Fig. 1: run 1, signal wires on met1
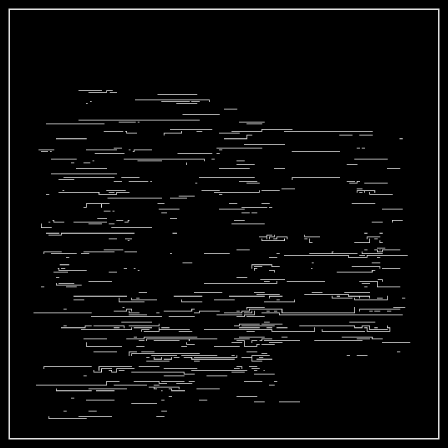
Fig. 2: run 1, signal wires on met2
Scale bar: 20 um.
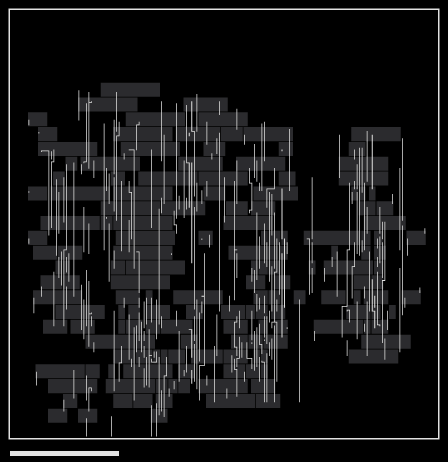
Fig. 3: run 1, signal wires on met3
Scale bar: 20 um.
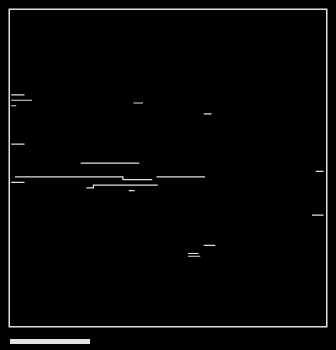
--- src/rtl/out_serial_tx.sv ---
// Serial transmitter for the 4-bit output register: snoop, FIFO, async frame.
// Optional even-parity bit when OUT_SERIAL_TX_PARITY_EN is defined.
module out_serial_tx #(
  parameter int unsigned BAUD_DIV   = 4,
  parameter int unsigned FIFO_DEPTH = 4
) (
  input  logic MainClock,
  input  logic MainReset,
  input  logic LoadOut,
  input  logic Out0,
  input  logic Out1,
  input  logic Out2,
  input  logic Out3,
  output logic TxOut,
  output logic TxBusy,
  output logic FifoFull,
  output logic Overflow
);

  localparam int unsigned AW = $clog2(FIFO_DEPTH);
  localparam logic [7:0] BAUD_MAX = 8'(BAUD_DIV - 1);
  localparam logic [AW:0] PTR_ONE = 1;

`ifdef OUT_SERIAL_TX_PARITY_EN
  typedef enum logic [2:0] {
    IDLE, START, DATA, PARITY, STOP
  } state_e;
`else
  typedef enum logic [1:0] {
    IDLE, START, DATA, STOP
  } state_e;
`endif

  state_e state_q, state_d;

  logic [AW:0] wr_q, wr_d;
  logic [AW:0] rd_q, rd_d;
  logic [3:0]  mem_q [FIFO_DEPTH];
  logic        pend_q;
  logic        ovf_q, ovf_d;
  logic [3:0]  sh_q, sh_d;
  logic [7:0]  baud_q, baud_d;
  logic [1:0]  bit_q, bit_d;

  logic       empty;
  logic       full;
  logic       tick;
  logic       push;
  logic       pop;
  logic       wr_en;
  logic [3:0] word;

  assign word  = {Out3, Out2, Out1, Out0};
  assign empty = (wr_q == rd_q);
  assign full  = (wr_q[AW] != rd_q[AW]) &&
                 (wr_q[AW-1:0] == rd_q[AW-1:0]);
  assign tick  = (baud_q == BAUD_MAX);
  assign push  = pend_q;
  // A pop frees the head slot on the same edge, so a push at full still fits.
  assign wr_en = push && (!full || pop);

  always_comb begin
    state_d = state_q;
    baud_d  = tick ? 8'd0 : baud_q + 8'd1;
    bit_d   = bit_q;
    pop     = 1'b0;
    TxOut   = 1'b1;
    TxBusy  = 1'b1;
    unique case (state_q)
      IDLE: begin
        TxBusy = 1'b0;
        baud_d = 8'd0;
        if (!empty) begin
          pop     = 1'b1;
          state_d = START;
        end
      end
      START: begin
        TxOut = 1'b0;
        if (tick) begin
          state_d = DATA;
          bit_d   = 2'd0;
        end
      end
      DATA: begin
        TxOut = sh_q[bit_q];
        if (tick) begin
          if (bit_q == 2'd3) begin
`ifdef OUT_SERIAL_TX_PARITY_EN
            state_d = PARITY;
`else
            state_d = STOP;
`endif
          end else begin
            bit_d = bit_q + 2'd1;
          end
        end
      end
`ifdef OUT_SERIAL_TX_PARITY_EN
      PARITY: begin
        TxOut = ^sh_q;
        if (tick) begin
          state_d = STOP;
        end
      end
`endif
      STOP: begin
        if (tick) begin
          if (!empty) begin
            pop     = 1'b1;
            state_d = START;
          end else begin
            state_d = IDLE;
          end
        end
      end
      default: begin
        state_d = IDLE;
        baud_d  = 8'd0;
      end
    endcase

    sh_d  = pop ? mem_q[rd_q[AW-1:0]] : sh_q;
    wr_d  = wr_en ? wr_q + PTR_ONE : wr_q;
    rd_d  = pop ? rd_q + PTR_ONE : rd_q;
    ovf_d = ovf_q | (push && full && !pop);
  end

  assign FifoFull = full;
  assign Overflow = ovf_q;

  always_ff @(posedge MainClock or negedge MainReset) begin
    if (!MainReset) begin
      state_q <= IDLE;
      wr_q    <= '0;
      rd_q    <= '0;
      pend_q  <= 1'b0;
      ovf_q   <= 1'b0;
      sh_q    <= 4'd0;
      baud_q  <= 8'd0;
      bit_q   <= 2'd0;
    end else begin
      state_q <= state_d;
      wr_q    <= wr_d;
      rd_q    <= rd_d;
      pend_q  <= LoadOut;
      ovf_q   <= ovf_d;
      sh_q    <= sh_d;
      baud_q  <= baud_d;
      bit_q   <= bit_d;
    end
  end

  always_ff @(posedge MainClock) begin
    if (wr_en) begin
      mem_q[wr_q[AW-1:0]] <= word;
    end
  end

endmodule

--- config.mk ---
export PLATFORM = sky130hd
export DESIGN_NAME = out_serial_tx
export DESIGN_NICKNAME = d
export VERILOG_FILES = /design/src/rtl/out_serial_tx.sv
export SDC_FILE = /design/constraint.sdc
export NUM_CORES = 1
export LEC_CHECK = 0
export CAP_MARGIN = 0
export CORE_MARGIN = 2
export CORE_UTILIZATION = 35
export CTS_BUF_LIST = sky130_fd_sc_hd__clkbuf_4
export CTS_CLUSTER_SIZE = 16
export DETAILED_ROUTE_END_ITERATION = 7
export SLEW_MARGIN = 10
export SYNTH_ARGS = -nofsm -noshare
export SYNTH_HDL_FRONTEND = slang
export SYNTH_SLANG_ARGS = --single-unit
--- constraint.sdc ---
create_clock -name MainClock -period 2.5 [get_ports MainClock]
set_input_delay 0.25 -clock MainClock [delete_from_list [all_inputs] [get_ports MainClock]]
set_output_delay 0.25 -clock MainClock [all_outputs]
set_load 0.01 [all_outputs]
==> run notes, run 1 <==
Results of an implementation run.

The run finished with clean final reports. The origin of the worst setup path is rd_q[1]$_DFFE_PN0N_. The net switching power of the design is 999 uW. The power group with the highest consumption is combinational cells. The worst endpoint required time is 2.25 ns. met2 is the most crowded layer.

Per the power-grid run, VDD falls by no more than 0.000521 V. The warning tally printed by Yosys for this design is 0. The share of total power dissipated in combinational logic is 42.8%. By count the netlist is led by 24 x dfrtp_1, 16 x edfxtp_1, 12 x ha_1, 11 x nor2_1, 8 x xor2_1. The area taken by flip-flops and latches is 1080 sq um. The worst setup path is launched from a register. The internal power consumption is 1720 uW. The number of nets in the layout is 178. The largest cell class by area is sequential cells.

The clock buffer and inverter area fraction after layout is 3.83%. After routing, the total negative slack on setup checks comes to 0 ns. The main area contributors are dfrtp_1 31%, edfxtp_1 25%, ha_1 7.7%, mux4_2 5.8%, mux2_2 4.1%. The number of global-route vias before repair is 1202. Per the final layout report, the fraction of cells sized above drive strength 1 comes to 18.1%. The register share of the cell area is 48.6%.

The layout report gives the multi-input gate share of total cell area as 37.5%. After synthesis the cells add up to 1940 sq um. The remaining antenna violation count after routing is 0. The share of final layout cell area taken by non-clock buffers is 4.84%. The reg-to-reg critical path endpoint is sh_q[3]$_DFFE_PN0N_. The combinational-cell power consumption is 1160 uW. The CTS tree is yes. By instance count, the leading cell after synthesis is dfrtp_1.

The leakage power in the latest report is 0.000912 uW. The first-pass GRT wire length is 5840 um. The uppermost metal layer occupied by signal nets is met4.

Clock latency on the worst-skew pair, taken at its later pin, is 0.36 ns. The post-synthesis instance total is 143. The largest driver fanout on the critical path is 7. The final power report lists total power as 2710 uW. The floorplan die height is 78.5 um. The final layout report lists a non-clock buffer count of 11. Per the layout area report, the combinational gate area comes to 833 sq um.

The routed metal-1 wirelength is 1420 um. The starting density of the core is 35.7%. The CTS root buffer is clkbuf_4. The violation count after the first detailed-route iteration is 65.

The area after detailed placement is 2130 sq um. The number of gates given a new drive strength after cts is 0. The inverter tally of the final layout excluding the clock network is 7. Per report_power, the clock group accounts for 16.1% of the total. The worst slack at placement is 0.385 ns. Summed over all nets, wire length on met2 after detailed routing comes to 1700 um. The number of buffers inserted by port buffering is 10. In the layout the commonest cells are 24 x dfrtp_1, 16 x edfxtp_1, 12 x ha_1. The switching share of power is 36.8%.

The total power divided by cell area is 1220 nW/um^2. The post-route standard cell area excluding fillers is 2220 sq um. The tool warning count is 33. The final timing report lists clock skew as 0.0133 ns. The worst path setup slack after routing is 0.182 ns. For the worst setup path, the data arrival time is 2.07 ns. The clock input transition at the sequential cells of the worst setup and hold paths is 0.13 ns. The largest net degree at the start of global routing is 25. Detailed placement ended at an HPWL of 2530 um. The number of distinct standard cells referenced by the synthesized netlist is 38. In the Yosys report, the sequential cells make up 55.6% of the chip area.

The detail-routed via count per cell is 5.00. The library cell used most frequently in the layout, excluding fill and tap cells, is dfrtp_1. The number of buffers added by the clock tree synthesis step is 5. The launch instance of the worst register-to-register path is baud_q[0]$_DFF_PN0_. The logic depth of the worst register-to-register path is 5. Overall routing resource usage recorded by global route was 12.4%. 94 cells are multi-input combinational gates. Clock buffers in the final layout number 5. Per the placement report, the placed cell count is 224.

The synthesized design devotes to its leading area cell type 30.9% of total area. After Yosys synthesis, full adders, half adders and majority gates account for 7.72% of the synthesized area.
About Fig. 1:
The longest straight run is 22.5 um. The wires run mostly horizontal.
Total Wirelength: 3300 um
met1 Track Usage GR: 15.6%

About Fig. 2:
The wires run mostly vertical. The layer carries 1700 um of wire. 155 nets have wire on it. The longest straight run is 32.6 um.
met2 usage: 19.7%
vias post-DR: 1161

About Fig. 3:
The layer holds 3.3% of the routed length. 12 nets have wire on it. The longest straight run is 26.7 um. The layer carries 110 um of wire.
met3 track utilization from global routing: 3.56%

run 1: registers in the layout (all words and copies together) (netlist names):
register,count
sh_q,4
state_q,2
mem_q,16
Overflow,1
rd_q,3
bit_q,2
pend_q,1
baud_q,8
wr_q,3
run 1: critical path, cell delays in order (launching register included):
cell and delay (ns):
dfrtp_1 0.50, xnor2_1 0.34, and3_1 0.32, clkdlybuf4s50_1 0.57
run 1: logic make-up (layout without fill, tap and decap cells):
family,after synthesis,count (layout)
DFF,40,40
muxes,12,12
buffers and inverters,9,26
xor gates and xnor gates,13,13
and+or+nand+nor,41,41
adders and majority gates,12,12
AOI/OAI and AO/OA,16,16
Fig. 4: run 1, layout detail
Scale bar: 5 um. Window x 10 to 30, y 49 to 69 um. Cells in gray, sequential cells in the stronger gray; small squares are vias.
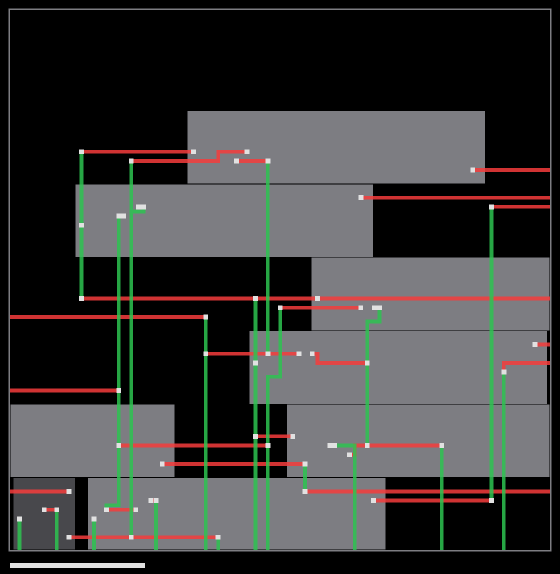

==> run 2: changes to the inputs <==
- PLACE_DENSITY: unset -> 0.59
- SLEW_MARGIN: 10 -> 25
Fig. 5: run 2, layout detail
Scale bar: 5 um. Window x 10 to 30, y 49 to 69 um. Cells in gray, sequential cells in the stronger gray; small squares are vias.
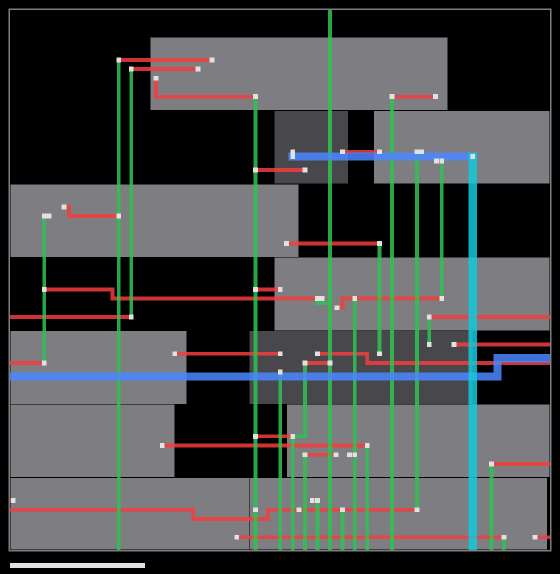
met1: marked red. met4: marked cyan. met2: marked green. met3: marked blue.
Netlist names of flops here include `mem_q` (9). Most frequent: edfxtp_1 (9), mux4_2 (1), clkbuf_4 (1). Sequential cells in the window: 9. 11 logic cells have their middle in the window.

==> run notes, run 2 <==
Results of an implementation run.

The part of the total power dissipated in combinational logic is 44.2% (+1.4 points). The cell total after placement is 224 (unchanged). The overall track demand over capacity in global routing is 12.1% (-0.29 points).

The number of warnings issued by yosys came to 0 (unchanged). The clock input transition at the sequential cells of the worst setup and hold paths is 0.13 ns (about the same). The most common cell in the synthesized netlist is dfrtp_1.

The inverter tally of the final layout excluding the clock network came to 7 (unchanged). The share of total power in the clock network was 13.1% (-3.0 points). The detailed-placement wirelength estimate is 2430 um (-4.1%). The combinational share of cell area is 37.9% (+0.41 points). The register share of the cell area was 49.1% (+0.53 points). The family with the most delay on the worst path is buffers and inverters.

The number of buffers inserted by port buffering is 10 (unchanged). For the worst reg-to-reg path, the startpoint reported by OpenROAD is baud_q[0]$_DFF_PN0_. The sequential-to-total area share from yosys stat was 55.6% (unchanged).

The number of global-route vias before repair was 1188 (-1.2%). The logic depth of the worst register-to-register path came to 5 (unchanged). The global-route met3 utilization is 3.10% (-0.46 points). Of all power groups, the one with the highest power is combinational cells. The sum of negative setup slack is 0 ns (unchanged).

The most numerous logic cell after layout is dfrtp_1. The worst path setup slack after routing is 0.143 ns (-0.0392 ns). The total power after layout is 2600 uW (-4.1%). The switching share of power is 38.3% (+1.5 points).

The final wirelength is 3220 um (-2.6%). The largest stage delay on the critical path is 0.56 ns (about the same). The clock insertion delay at the later pin of the skew report was 0.35 ns (about the same). The remaining antenna violation count after routing is 0 (unchanged). The number of nets in the layout was 178 (unchanged).

The fraction of layout instances using a drive strength above 1 is 18.1% (unchanged). The synthesized area was 1940 sq um (unchanged). The area taken by flip-flops and latches is 1080 sq um (unchanged). The via count was 1135 (-2.2%).

The arrival time of the worst setup path is 2.11 ns (+0.04 ns). The main area contributors are dfrtp_1 31%, edfxtp_1 25%, ha_1 7.7%, mux4_2 5.8%, mux2_2 4.1%. The worst slack at placement is 0.382 ns (-0.00274 ns).

The multi-input logic area is 833 sq um (unchanged). The detail-routed via count per cell is 4.89 (-2.2%). The largest net degree at the start of global routing was 25 (unchanged). The flow ran to the end, and the final reports show no timing, DRC or antenna violations. The buffers plus inverters on the worst setup path is 1 (unchanged). The largest cell class by area is sequential cells. The floorplan die height came to 78.5 um (unchanged). The slowest cell on the critical path is clkdlybuf4s50_1. The number of flip-flops under the largest register name came to 16 (unchanged). The cell sitting at the root of the clock tree is a clkbuf_4. The area after detailed placement came to 2130 sq um (unchanged).

The first-pass GRT wire length is 5640 um (-3.3%). The number of buffers added by the clock tree synthesis step is 5 (unchanged). The post-synthesis instance total came to 143 (unchanged). The tool warning count is 33 (unchanged). The total number of multi-input combinational cells is 94 (unchanged). Leaving out fill and tap cells, the most frequent cells in the layout are 24 x dfrtp_1, 16 x edfxtp_1, 12 x ha_1. The clock buffer and inverter area fraction after layout came to 2.79% (-1.0 points). The clock buffer instance count of the final layout is 5 (unchanged).

The layer with the highest usage after global routing is met2. The peak supply drop was 0.000476 V (-8.6%). STA classifies the critical path startpoint as a register. The net switching power of the design is 998 uW (-0.10%). The most critical setup path has its startpoint at rd_q[1]$_DFFE_PN0N_. The reg-to-reg critical path endpoint is mem_q[1][1]$_DFFE_PP_. The combinational-cell power consumption is 1150 uW (about the same). The post-route standard cell area excluding fillers came to 2200 sq um (-1.1%). The number of cells on the critical path is 3 (unchanged). Counting instances in the post-synthesis netlist gives the leading cell types as 24 x dfrtp_1, 16 x edfxtp_1, 12 x ha_1, 11 x nor2_1, 8 x xor2_1.
-- run 2: logic make-up (layout without fill, tap and decap cells) --
| family | after synthesis | count (layout) | share of synthesized area [%] |
|---|---|---|---|
| multiplexers | 12 | 12 | 9.85 |
| AND/OR/NAND/NOR | 41 | 41 | 12.4 |
| AND-OR/OR-AND | 16 | 16 | 6.69 |
| buffers and inverters | 9 | 26 | 1.93 |
| flip-flops | 40 | 40 | 55.6 |
| XOR/XNOR | 13 | 13 | 5.86 |
| adder cells (fa/ha/maj) | 12 | 12 | 7.72 |
-- run 2: timing repair --
item	4_1_cts	5_1_grt
setup buffers	0	0
setup endpoints to repair	0	1
resized	0	1
-- run 2: per-layer routing --
layer	wire, um	part of all wire, %
met5	0	0
met4	34	1.1
met3	108	3.4
met2	1690	53
met1	1380	43
==> run 3: changes to the inputs <==
- CAP_MARGIN: 0 -> unset
Fig. 6: run 3, routing congestion
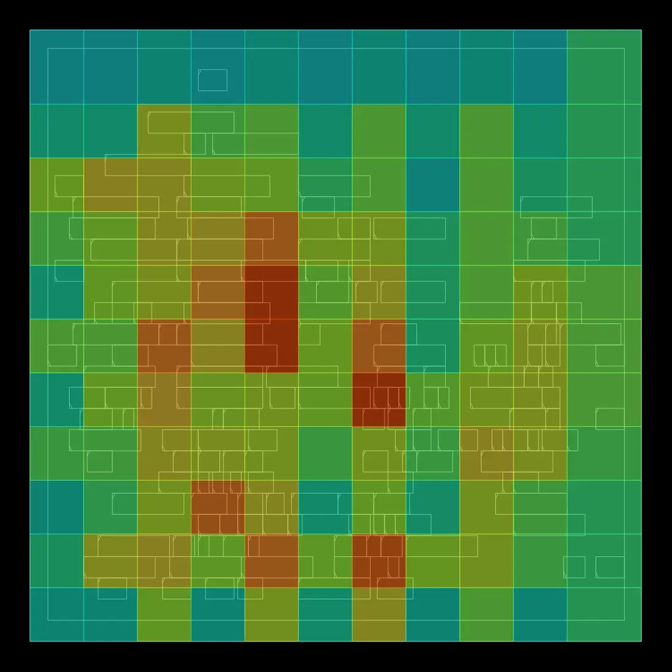
post-layout utilization of the core: 40.4%
met2 usage: 20.8%
met3 track utilization from global routing: 3.10%
global-route layer with the greatest usage: met2

==> run notes, run 3 <==
Results of an implementation run.

The detailed route wirelength on metal2 is 1690 um (unchanged). The cell total after placement is 224 (unchanged). The routed metal-1 wirelength is 1380 um (unchanged). The number of flip-flops under the largest register name is 16 (unchanged). The worst slack at placement came to 0.382 ns (unchanged). The origin of the worst setup path is rd_q[1]$_DFFE_PN0N_. The number of buffers inserted by port buffering is 10 (unchanged).

Among logic cells in the layout, the one with the most instances is dfrtp_1. The number of warnings issued by yosys is 0 (unchanged). The number of global-route vias before repair came to 1188 (unchanged).

The clock buffer and inverter area fraction after layout is 2.79% (unchanged). The slowest cell on the critical path is clkdlybuf4s50_1. The area taken by flip-flops and latches is 1080 sq um (unchanged). The tool warning count is 33 (unchanged).

The clock buffer instance count of the final layout is 5 (unchanged). The post-route standard cell area excluding fillers is 2200 sq um (unchanged). The total number of multi-input combinational cells is 94 (unchanged).

The CTS root buffer is clkbuf_4. The combinational share of cell area is 37.9% (unchanged). The floorplan die height came to 78.5 um (unchanged). The buffers plus inverters on the worst setup path is 1 (unchanged). The number of buffers added by the clock tree synthesis step is 5 (unchanged). Sorting the synthesized cells by how often they occur yields 24 x dfrtp_1, 16 x edfxtp_1, 12 x ha_1, 11 x nor2_1, 8 x xor2_1.

The post-CTS setup buffer count is 0 (unchanged). The logic depth of the worst register-to-register path is 5 (unchanged). By area the synthesized netlist is led by dfrtp_1 31%, edfxtp_1 25%, ha_1 7.7%, mux4_2 5.8%, mux2_2 4.1%.

The largest stage delay on the critical path came to 0.56 ns (about the same). The detailed-placement wirelength estimate came to 2430 um (unchanged). The register share of the cell area was 49.1% (unchanged). The largest net degree at the start of global routing is 25 (unchanged). The family with the most delay on the worst path is buffers and inverters.

The launch instance of the worst register-to-register path is baud_q[0]$_DFF_PN0_. The arrival time of the worst setup path was 2.11 ns (about the same). The sum of negative setup slack is 0 ns (unchanged).

The inverter tally of the final layout excluding the clock network is 7 (unchanged). The number of cells on the critical path is 3 (unchanged). The synthesized area is 1940 sq um (unchanged). The via count is 1135 (unchanged). The uppermost metal layer occupied by signal nets is met4. STA classifies the critical path startpoint as a register. Looking at the reg2reg group, the worst path ends at mem_q[1][1]$_DFFE_PP_.

The library cells used most frequently in the layout, excluding fill and tap cells, are 24 x dfrtp_1, 16 x edfxtp_1, 12 x ha_1. The clock input transition at the sequential cells of the worst setup and hold paths is 0.13 ns (about the same). The met3 routed wirelength is 108 um (unchanged). The largest cell class by area is sequential cells. The run finished with clean final reports. The fraction of layout instances using a drive strength above 1 was 18.1% (unchanged). The multi-input logic area is 833 sq um (unchanged).
==> run 3: cell counts in the layout (fill, tap and decap cells not counted) <==
Identical to the previous run, type by type.
==> run 3: cell families after synthesis <==
| kind of cell | synth area share (%) |
|---|---|
| multiplexers | 9.85 |
| AND-OR/OR-AND | 6.69 |
| adder cells (fa/ha/maj) | 7.72 |
| XOR/XNOR | 5.86 |
| AND/OR/NAND/NOR | 12.4 |
| flip-flops | 55.6 |
| buffers and inverters | 1.93 |
==> run 3: repair_timing <==
action | in CTS | in global routing
endpoints found under the setup margin | 0 | 1
hold buffers | 0 | 0
resized | 0 | 1
==> run 3: report_power, final <==
part / leakage (uW) / internal (uW) / switching [uW]
logic: 0.000424 / 586 / 564
clock network: 0.0000274 / 111 / 231
registers: 0.000443 / 910 / 203
Power and IR drop assume default switching activity.
